## src/rtl/vend_pkg.sv

```systemverilog
// vend_pkg: shared types, widths and the coin decoder for the vending controller.
// Contents:
//   vend_state_e  - controller FSM states
//   NUM_SLOTS, ID_W, STOCK_W, PRICE_W, REC_W, CREDIT_W - record/credit geometry
//   CoinCode*     - 2-bit coin codes
//   coin_decode() - coin code to credit units
package vend_pkg;

  localparam int unsigned NUM_SLOTS = 5;
  localparam int unsigned ID_W      = 3;
  localparam int unsigned STOCK_W   = 4;
  localparam int unsigned PRICE_W   = 4;
  localparam int unsigned REC_W     = ID_W + STOCK_W + PRICE_W;
  localparam int unsigned CREDIT_W  = 8;

  localparam logic [1:0] CoinCode1  = 2'b00;
  localparam logic [1:0] CoinCode2  = 2'b01;
  localparam logic [1:0] CoinCode5  = 2'b10;
  localparam logic [1:0] CoinCode10 = 2'b11;

  typedef enum logic [1:0] {
    StIdle,
    StCollect,
    StDispense,
    StChange
  } vend_state_e;

  function automatic logic [CREDIT_W-1:0] coin_decode(input logic [1:0] code);
    logic [CREDIT_W-1:0] units;
    case (code)
      CoinCode1:  units = 8'd1;
      CoinCode2:  units = 8'd2;
      CoinCode5:  units = 8'd5;
      CoinCode10: units = 8'd10;
      default:    units = 8'd0;
    endcase
    return units;
  endfunction

endpackage

```

## src/rtl/vend_controller_slot.sv

```systemverilog
// slot_reg: one product slot. Holds stock and price, applies a restock load or a
// single-unit decrement, and emits the packed record {ID, stock, price}.
// Ports:
//   clock, resetn        - clock, async active-low reset
//   load_i               - write load_stock_i/load_price_i
//   load_stock_i/price_i - restock values
//   dec_i                - remove one item (ignored at zero stock)
//   stock_o, price_o     - current contents
//   rec_o                - packed 11-bit record
module slot_reg
  import vend_pkg::*;
#(
  parameter logic [ID_W-1:0] ID = '0
) (
  input  logic               clock,
  input  logic               resetn,
  input  logic               load_i,
  input  logic [STOCK_W-1:0] load_stock_i,
  input  logic [PRICE_W-1:0] load_price_i,
  input  logic               dec_i,
  output logic [STOCK_W-1:0] stock_o,
  output logic [PRICE_W-1:0] price_o,
  output logic [REC_W-1:0]   rec_o
);

  logic [STOCK_W-1:0] stock_q, stock_d;
  logic [PRICE_W-1:0] price_q, price_d;

  always_comb begin
    stock_d = stock_q;
    price_d = price_q;
    if (load_i) begin
      stock_d = load_stock_i;
      price_d = load_price_i;
    end else if (dec_i && (stock_q != '0)) begin
      stock_d = stock_q - STOCK_W'(1);
    end
  end

  always_ff @(posedge clock or negedge resetn) begin
    if (!resetn) begin
      stock_q <= '0;
      price_q <= '0;
    end else begin
      stock_q <= stock_d;
      price_q <= price_d;
    end
  end

  assign stock_o = stock_q;
  assign price_o = price_q;
  assign rec_o   = {ID, stock_q, price_q};

endmodule

```

## src/rtl/vend_controller.sv

```systemverilog
// vend_controller: vending transaction controller feeding writeStuff.
// Collects coins, checks a selection against stock/price, dispenses, refunds change.
// Optional macro VEND_TIMEOUT_EN: auto-refund after TIMEOUT_CYCLES idle cycles in COLLECT.
// Ports:
//   clock, resetn                  - clock, async active-low reset
//   coin_valid/coin_value          - coin strobe, code 00=1 01=2 10=5 11=10
//   sel_valid/sel_id               - selection strobe and slot
//   cancel                         - refund request
//   restock_valid/id/stock/price   - slot load, honoured in IDLE (restock_ready)
//   coin_reject, sel_error         - refusal pulses (same cycle as the strobe)
//   dispense_valid/dispense_id     - dispense pulse
//   change_valid/change_amount     - refund pulse
//   credit                         - current credit
//   p0..p4                         - slot records {id, stock, price}
module vend_controller
  import vend_pkg::*;
#(
  parameter int unsigned MAX_CREDIT = 255
`ifdef VEND_TIMEOUT_EN
  ,
  parameter int unsigned TIMEOUT_CYCLES = 1000
`endif
) (
  input  logic                clock,
  input  logic                resetn,
  input  logic                coin_valid,
  input  logic [1:0]          coin_value,
  input  logic                sel_valid,
  input  logic [ID_W-1:0]     sel_id,
  input  logic                cancel,
  input  logic                restock_valid,
  input  logic [ID_W-1:0]     restock_id,
  input  logic [STOCK_W-1:0]  restock_stock,
  input  logic [PRICE_W-1:0]  restock_price,
  output logic                restock_ready,
  output logic                coin_reject,
  output logic                sel_error,
  output logic                dispense_valid,
  output logic [ID_W-1:0]     dispense_id,
  output logic                change_valid,
  output logic [CREDIT_W-1:0] change_amount,
  output logic [CREDIT_W-1:0] credit,
  output logic [REC_W-1:0]    p0,
  output logic [REC_W-1:0]    p1,
  output logic [REC_W-1:0]    p2,
  output logic [REC_W-1:0]    p3,
  output logic [REC_W-1:0]    p4
);

  localparam int unsigned     SumW         = CREDIT_W + 1;
  localparam logic [SumW-1:0] MaxCreditExt = SumW'(MAX_CREDIT);
  localparam logic [ID_W-1:0] LastSlot     = ID_W'(NUM_SLOTS - 1);

  vend_state_e         state_q, state_d;
  logic [CREDIT_W-1:0] credit_q, credit_d;
  logic [ID_W-1:0]     sel_id_q, sel_id_d;

  logic [NUM_SLOTS-1:0] load, dec;
  logic [STOCK_W-1:0]   stock [NUM_SLOTS];
  logic [PRICE_W-1:0]   price [NUM_SLOTS];
  logic [REC_W-1:0]     rec   [NUM_SLOTS];

  logic [CREDIT_W-1:0] coin_units;
  logic [SumW-1:0]     coin_sum;
  logic                coin_fits;
  logic [STOCK_W-1:0]  sel_stock;
  logic [PRICE_W-1:0]  sel_price, disp_price;
  logic                sel_ok;
  logic                tmo_hit;

  for (genvar i = 0; i < NUM_SLOTS; i++) begin : g_slot
    slot_reg #(
      .ID(ID_W'(i))
    ) u_slot (
      .clock       (clock),
      .resetn      (resetn),
      .load_i      (load[i]),
      .load_stock_i(restock_stock),
      .load_price_i(restock_price),
      .dec_i       (dec[i]),
      .stock_o     (stock[i]),
      .price_o     (price[i]),
      .rec_o       (rec[i])
    );
  end

  assign p0 = rec[0];
  assign p1 = rec[1];
  assign p2 = rec[2];
  assign p3 = rec[3];
  assign p4 = rec[4];

  // Slot lookups for the incoming selection and for the latched dispense slot.
  always_comb begin
    sel_stock  = '0;
    sel_price  = '0;
    disp_price = '0;
    for (int i = 0; i < NUM_SLOTS; i++) begin
      if (sel_id == ID_W'(i)) begin
        sel_stock = stock[i];
        sel_price = price[i];
      end
      if (sel_id_q == ID_W'(i)) begin
        disp_price = price[i];
      end
    end
  end

  // Saturation is judged on the widened sum so the add itself can never wrap.
  assign coin_units = coin_decode(coin_value);
  assign coin_sum   = {1'b0, credit_q} + {1'b0, coin_units};
  assign coin_fits  = (coin_sum <= MaxCreditExt);

  // Uses pre-coin credit: a coin arriving alongside the selection cannot fund it.
  assign sel_ok = (sel_id <= LastSlot) && (sel_stock != '0) &&
                  (credit_q >= CREDIT_W'(sel_price));

`ifdef VEND_TIMEOUT_EN
  localparam logic [9:0] TmoLast = 10'(TIMEOUT_CYCLES - 1);

  logic [9:0] tmo_q, tmo_d;

  always_comb begin
    tmo_d = '0;
    if ((state_q == StCollect) && !coin_valid && !sel_valid) begin
      tmo_d = tmo_q + 10'd1;
    end
  end

  assign tmo_hit = (state_q == StCollect) && !coin_valid && !sel_valid && (tmo_q == TmoLast);

  always_ff @(posedge clock or negedge resetn) begin
    if (!resetn) begin
      tmo_q <= '0;
    end else begin
      tmo_q <= tmo_d;
    end
  end
`else
  assign tmo_hit = 1'b0;
`endif

  always_comb begin
    state_d        = state_q;
    credit_d       = credit_q;
    sel_id_d       = sel_id_q;
    load           = '0;
    dec            = '0;
    restock_ready  = 1'b0;
    coin_reject    = 1'b0;
    sel_error      = 1'b0;
    dispense_valid = 1'b0;
    dispense_id    = '0;
    change_valid   = 1'b0;
    change_amount  = '0;

    case (state_q)
      StIdle: begin
        restock_ready = 1'b1;
        if (coin_valid) begin
          // Coin beats a same-cycle restock; the restock is dropped.
          if (coin_fits) begin
            credit_d = coin_sum[CREDIT_W-1:0];
            state_d  = StCollect;
          end else begin
            coin_reject = 1'b1;
          end
        end else if (restock_valid && (restock_id <= LastSlot)) begin
          load = NUM_SLOTS'(1) << restock_id;
        end
        if (sel_valid && (credit_q == '0)) begin
          sel_error = 1'b1;
        end
      end

      StCollect: begin
        if (coin_valid) begin
          if (coin_fits) begin
            credit_d = coin_sum[CREDIT_W-1:0];
          end else begin
            coin_reject = 1'b1;
          end
        end
        if (cancel) begin
          state_d = StChange;
        end else if (sel_valid) begin
          if (sel_ok) begin
            // Stock drops on this edge so p* already shows it during DISPENSE.
            sel_id_d = sel_id;
            dec      = NUM_SLOTS'(1) << sel_id;
            state_d  = StDispense;
          end else begin
            sel_error = 1'b1;
          end
        end else if (tmo_hit) begin
          state_d = StChange;
        end
      end

      StDispense: begin
        dispense_valid = 1'b1;
        dispense_id    = sel_id_q;
        coin_reject    = coin_valid;
        credit_d       = credit_q - CREDIT_W'(disp_price);
        state_d        = StChange;
      end

      StChange: begin
        coin_reject = coin_valid;
        if (credit_q != '0) begin
          change_valid  = 1'b1;
          change_amount = credit_q;
        end
        credit_d = '0;
        state_d  = StIdle;
      end

      default: begin
        state_d = StIdle;
      end
    endcase
  end

  always_ff @(posedge clock or negedge resetn) begin
    if (!resetn) begin
      state_q  <= StIdle;
      credit_q <= '0;
      sel_id_q <= '0;
    end else begin
      state_q  <= state_d;
      credit_q <= credit_d;
      sel_id_q <= sel_id_d;
    end
  end

  assign credit = credit_q;

endmodule
```

## config.mk

```make
export PLATFORM = sky130hd
export DESIGN_NAME = vend_controller
export DESIGN_NICKNAME = d
export VERILOG_FILES = /design/src/rtl/vend_pkg.sv /design/src/rtl/vend_controller_slot.sv /design/src/rtl/vend_controller.sv
export SDC_FILE = /design/constraint.sdc
export NUM_CORES = 1
export LEC_CHECK = 0
export ABC_CLOCK_PERIOD_IN_PS = 4700
export CAP_MARGIN = 20
export CORE_MARGIN = 2
export CORE_UTILIZATION = 35
export DETAILED_ROUTE_END_ITERATION = 8
export GPL_TIMING_DRIVEN = 0
export PLACE_DENSITY = 0.67
export SETUP_SLACK_MARGIN = 0.15
export SLEW_MARGIN = 20
export SYNTH_ARGS = -nofsm -noshare
export SYNTH_HDL_FRONTEND = slang
export SYNTH_HIERARCHICAL = 1
export SYNTH_SLANG_ARGS = --single-unit
```

## constraint.sdc

```tcl
create_clock -name clock -period 4.7 [get_ports clock]
set_clock_uncertainty 0.15 [all_clocks]
set_input_delay 0.94 -clock clock [delete_from_list [all_inputs] [get_ports clock]]
set_output_delay 0.94 -clock clock [all_outputs]
set_load 0.02 [all_outputs]
```

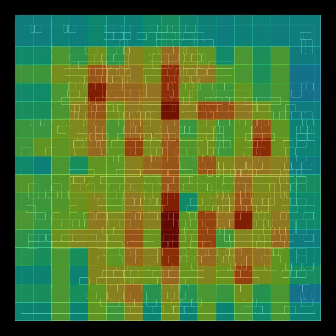
**Above:** run 1 (routing congestion map).
Finished Core Util: 0.463
total global-route track usage: 0.170
GRT Max-Usage Layer: met2

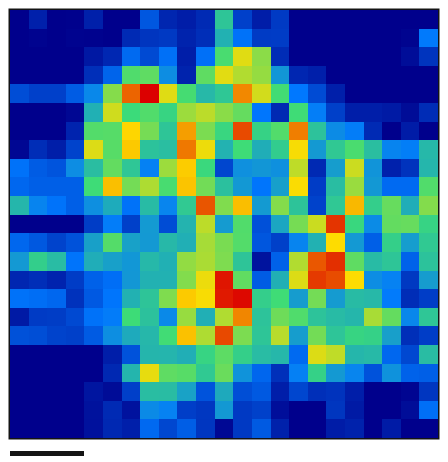
**Above:** run 1 (wire density map).
Bar = 20 µm. The die is cut into 23 by 23 equal tiles; dark blue is low, red is high, scaled to the fullest tile. Values are wire area over tile area, all layers added.
mean over tiles = 0.13
emptiest ninth of the die = upper right
fullest tile = 0.45
drt wl/cell: 15.1 µm
Post-Route WL: 11.1 mm
vias: 3673

==> reports/results.ini, run 1 <==
[status]
status=completed

[worst_setup_path]
cp_cell_sequence=clkbuf_2 -> buf_4 -> o21ai_0 -> nor2b_1 -> a31oi_1 -> o22ai_1 -> ha_1 -> nand2b_1 -> a211oi_1 -> o21ai_1 -> nand2_1 -> o21ai_0 -> a21boi_1 -> clkbuf_2
worstPathMaxFanout=10
crit_path_end_kind=primary output
ff2ff_path_depth=16

[finish]
lay_top_cells=clkdlybuf4s50_1 (80), buf_4 (57), dfrtp_1 (53)
design_area_um2=5580
register_area_um2=1330

[place]
dp_hpwl_mm=8.66
place_area_um2=5400

[synth]
avgSynthCellArea_um2=9.24
yosysTopAreaCell=dfrtp_1

[routing]
dr_wl_met2_mm=5.26
initialDrtViolationCount=181

[worst_hold_path]
hold_path_depth=1

[global_route]
grt_max_degree=54

[timing]
finalMaxSlewViolations=0
finalHoldViolations=0

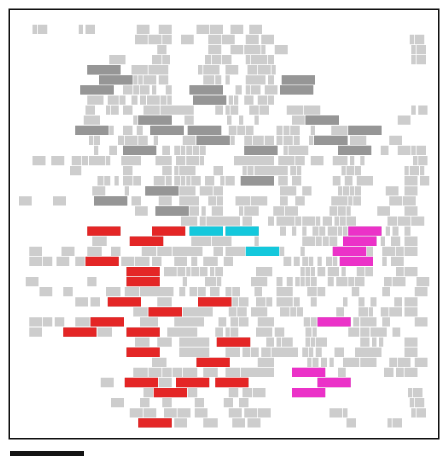
**Above:** run 1 (where the registers sit).
Bar = 20 µm. Other sequential cells in the stronger grey, the rest of the logic in the fainter grey.
sel_id_q -> cyan  # flops 3
g_slot.u_slot/price_o -> red  # flops 20
credit -> magenta  # flops 8
not coloured = 22

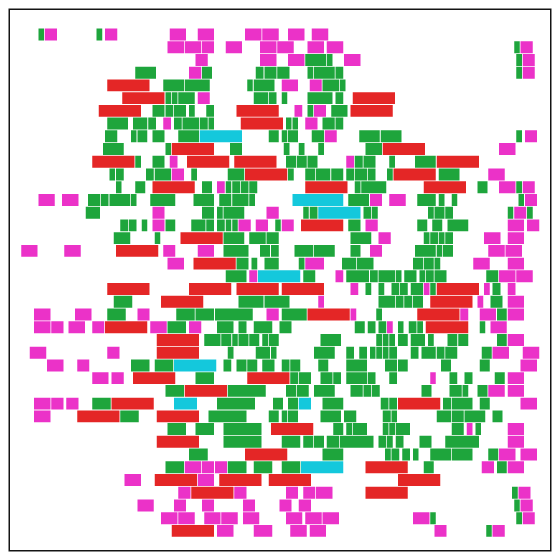
**Above:** run 1 (cell classes on the final placement).
registers -> red  # cells 53, share of their area 25%
remaining buffers and delay cells -> magenta  # cells 157, share of their area 25%
clock drivers and dummy loads -> cyan  # cells 8, share of their area 3.3%
remaining logic cells -> green  # cells 349, share of their area 47%

**Run 1: wiring by layer**

Bar = 20 µm.
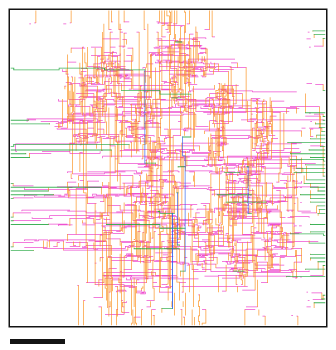

## Run 2: what changed since run 1
- CORE_UTILIZATION: 35 -> 30
- PLACE_DENSITY: 0.67 -> 0.61
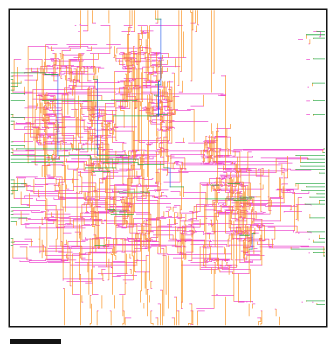
**Above:** run 2 (wiring by layer).
Bar = 20 µm.
M4 -> blue  # wire length 116 µm
M3 -> green  # wire length 592 µm
M2 -> orange  # wire length 5410 µm
M1 -> magenta  # wire length 5210 µm

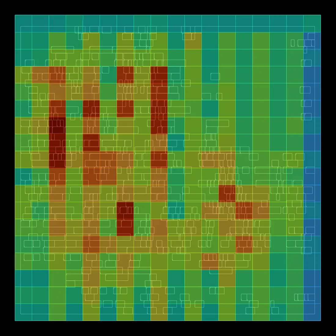
**Above:** run 2 (routing congestion map).
drt wl/cell: 15.2 µm
Finished Core Util: 0.401
met2 Usage GRT: 0.242

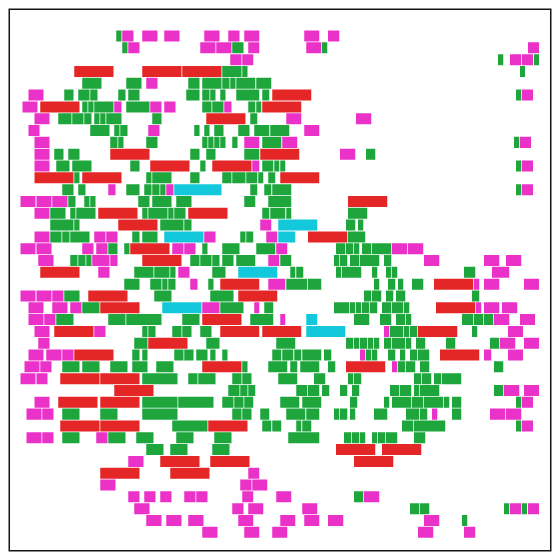
**Above:** run 2 (cell classes on the final placement).
remaining logic cells -> green  # cells 349, share of their area 47%
clock drivers and dummy loads -> cyan  # cells 8, share of their area 3.2%
remaining buffers and delay cells -> magenta  # cells 157, share of their area 25%
registers -> red  # cells 53, share of their area 25%

==> reports/results.ini, run 2 <==
[routing]
wl_mm=11.3  ; +2.2%
drc=0
dr_wl_met2_mm=5.41  ; +2.9%
initialDrtViolationCount=213  ; +18%
vias=3691  ; +0.49%

[clock_network]
cts_hold_buf=0
htree_levels=2
insertion_delay_ns=0.29

[worst_setup_path]
critical-path-max-stage-delay_ns=0.28
crit_path_end_kind=primary output
endpoint=sel_error
ff2ff_path_depth=16  ; unchanged
worstPathMaxFanout=10  ; unchanged
slowest_stage=ha_1
cp_cell_sequence=clkbuf_4 -> mux2i_1 -> o21ai_1 -> nor2b_1 -> a31oi_1 -> o22ai_1 -> ha_1 -> nand2b_1 -> a211oi_1 -> o21ai_0 -> nand2_1 -> o21ai_1 -> a21boi_1 -> clkdlybuf4s15_2

[finish]
layout-drive-gt1-share=0.233
comb-cell-share=0.435
lay_top_cells=clkdlybuf4s50_1 (80), buf_4 (56), dfrtp_1 (53)
design_area_um2=5610  ; +0.49%
sh_seq_area=0.236
lay_top_count=clkdlybuf4s50_1

[timing]
finalMaxSlewViolations=0  ; unchanged
finalHoldViolations=0  ; unchanged

[place]
place_area_um2=5420  ; +0.28%
dp_hpwl_mm=8.79  ; +1.5%

[synth]
avgSynthCellArea_um2=9.24  ; unchanged
yosysTopAreaCell=dfrtp_1
xor_share=0.00403
ys_ff=53
ys_sh_mux=0.105
fa_ha_area_frac=0.0697

[global_route]
busiest_layer=met2
grt_max_degree=54  ; unchanged
use_met3=0.0266
track_usage=0.145  ; -0.0247

[worst_hold_path]
hold_path_depth=1  ; unchanged
min-delay-start=g_slot[3].u_slot/price_o[3]

[status]
status=completed

**Run 2: where the registers sit**

Bar = 20 µm. Other sequential cells in the stronger grey, the rest of the logic in the fainter grey.
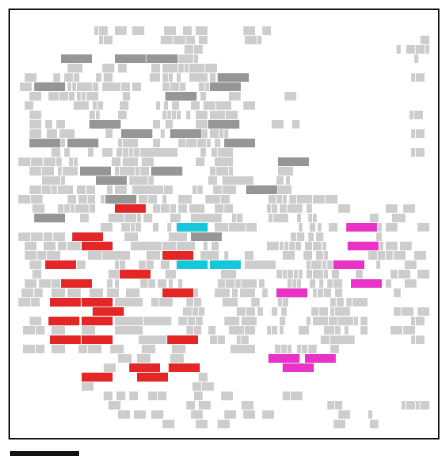

## Run 3: what changed since run 2
--- a/config.mk
+++ b/config.mk
@@ -8,4 +8,5 @@
 export ABC_CLOCK_PERIOD_IN_PS = 4700
 export CAP_MARGIN = 20
+export CORE_ASPECT_RATIO = 0.8
 export CORE_MARGIN = 2
 export CORE_UTILIZATION = 30
@@ -14,4 +15,5 @@
 export PLACE_DENSITY = 0.61
 export SETUP_SLACK_MARGIN = 0.15
+export SKIP_LAST_GASP = 1
 export SLEW_MARGIN = 20
 export SYNTH_ARGS = -nofsm -noshare
--- a/constraint.sdc
+++ b/constraint.sdc
@@ -3,3 +3,3 @@
 set_input_delay 0.94 -clock clock [delete_from_list [all_inputs] [get_ports clock]]
 set_output_delay 0.94 -clock clock [all_outputs]
-set_load 0.02 [all_outputs]
+set_load 0.1 [all_outputs]
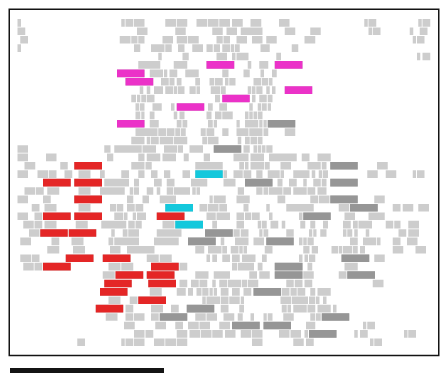
**Above:** run 3 (where the registers sit).
Bar = 50 µm. Other sequential cells in the stronger grey, the rest of the logic in the fainter grey.
sel_id_q -> cyan  # flops 3
g_slot.u_slot/price_o -> red  # flops 20
credit -> magenta  # flops 8, where top centre
FF+latch area: 1330 µm²
sequential cell area share: 0.237
Finished Core Util: 0.395

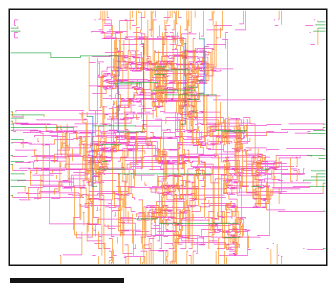
**Above:** run 3 (wiring by layer).
Bar = 50 µm.
M4 -> blue  # wire length 161 µm
M2 -> orange  # wire length 5550 µm
M3 -> green  # wire length 511 µm
M1 -> magenta  # wire length 5460 µm

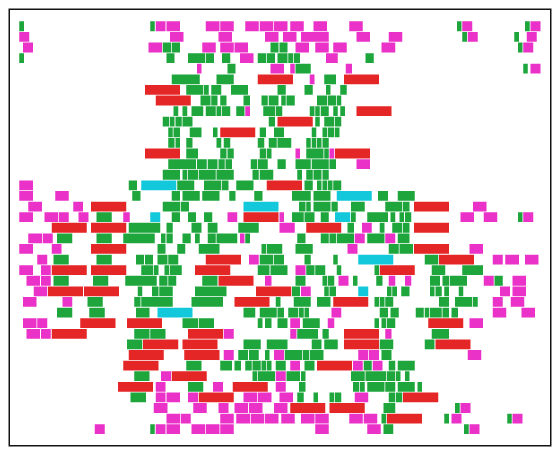
**Above:** run 3 (cell classes on the final placement).
remaining logic cells -> green  # cells 349, share of their area 47%
remaining buffers and delay cells -> magenta  # cells 157, share of their area 25%
clock drivers and dummy loads -> cyan  # cells 8, share of their area 2.8%
registers -> red  # cells 53, share of their area 25%
Core Region: 14200 µm²
design area: 5600 µm²
Rows: 39

==> reports/results.ini, run 3 <==
[global_route]
use_met3=0.0262  ; -0.000396
met2_usage=0.249  ; +0.00681
track_usage=0.152  ; +0.00677
grt_max_degree=54  ; unchanged
grt_pass1_wl_mm=19.2
busiest_layer=met2

[status]
status=completed

[synth]
syn-cell-area_um2=4340
ys_sh_mux=0.105  ; unchanged
top_logic_kind=simple AND/OR/NAND/NOR gates
xor_share=0.00403  ; unchanged
avgSynthCellArea_um2=9.24  ; unchanged
fa_ha_area_frac=0.0697  ; unchanged
yosysTopAreaCell=dfrtp_1
ys_ff=53  ; unchanged

[clock_network]
cts_tree=built
insertion_delay_ns=0.30  ; about the same
cts_hold_buf=0  ; unchanged
htree_levels=2  ; unchanged

[routing]
drc=0  ; unchanged
wl_per_cell_um=15.5  ; +2.5%
wl_mm=11.7  ; +3.1%
initialDrtViolationCount=239  ; +12%
vias=3681  ; -0.27%
dr_wl_met2_mm=5.55  ; +2.6%

[worst_setup_path]
critical-path-max-stage-delay_ns=0.87  ; +0.59 ns
slowest_stage=dlygate4sd2_1
endpoint=coin_reject
critPathLaunchType=input port
required_ns=3.61
cp_cell_sequence=clkdlybuf4s50_1 -> inv_1 -> ha_1 -> fa_1 -> nand3_1 -> a21o_1 -> a21boi_1 -> dlygate4sd2_1
ff2ff_path_depth=16  ; unchanged
crit_path_end_kind=primary output
worstPathMaxFanout=4  ; -6

[worst_hold_path]
min-delay-start=g_slot[0].u_slot/price_o[2]

[place]
dp_hpwl_mm=9.02  ; +2.7%
place_area_um2=5430  ; +0.16%

[finish]
comb-cell-share=0.437  ; +0.00224
lay_top_cells=clkdlybuf4s50_1 (79), buf_4 (57), dfrtp_1 (53)
antenna_cells=0
lay_top_count=clkdlybuf4s50_1

[timing]
finalMaxSlewViolations=0  ; unchanged
finalHoldViolations=0  ; unchanged

[floorplanning]
die_area_um2=15500

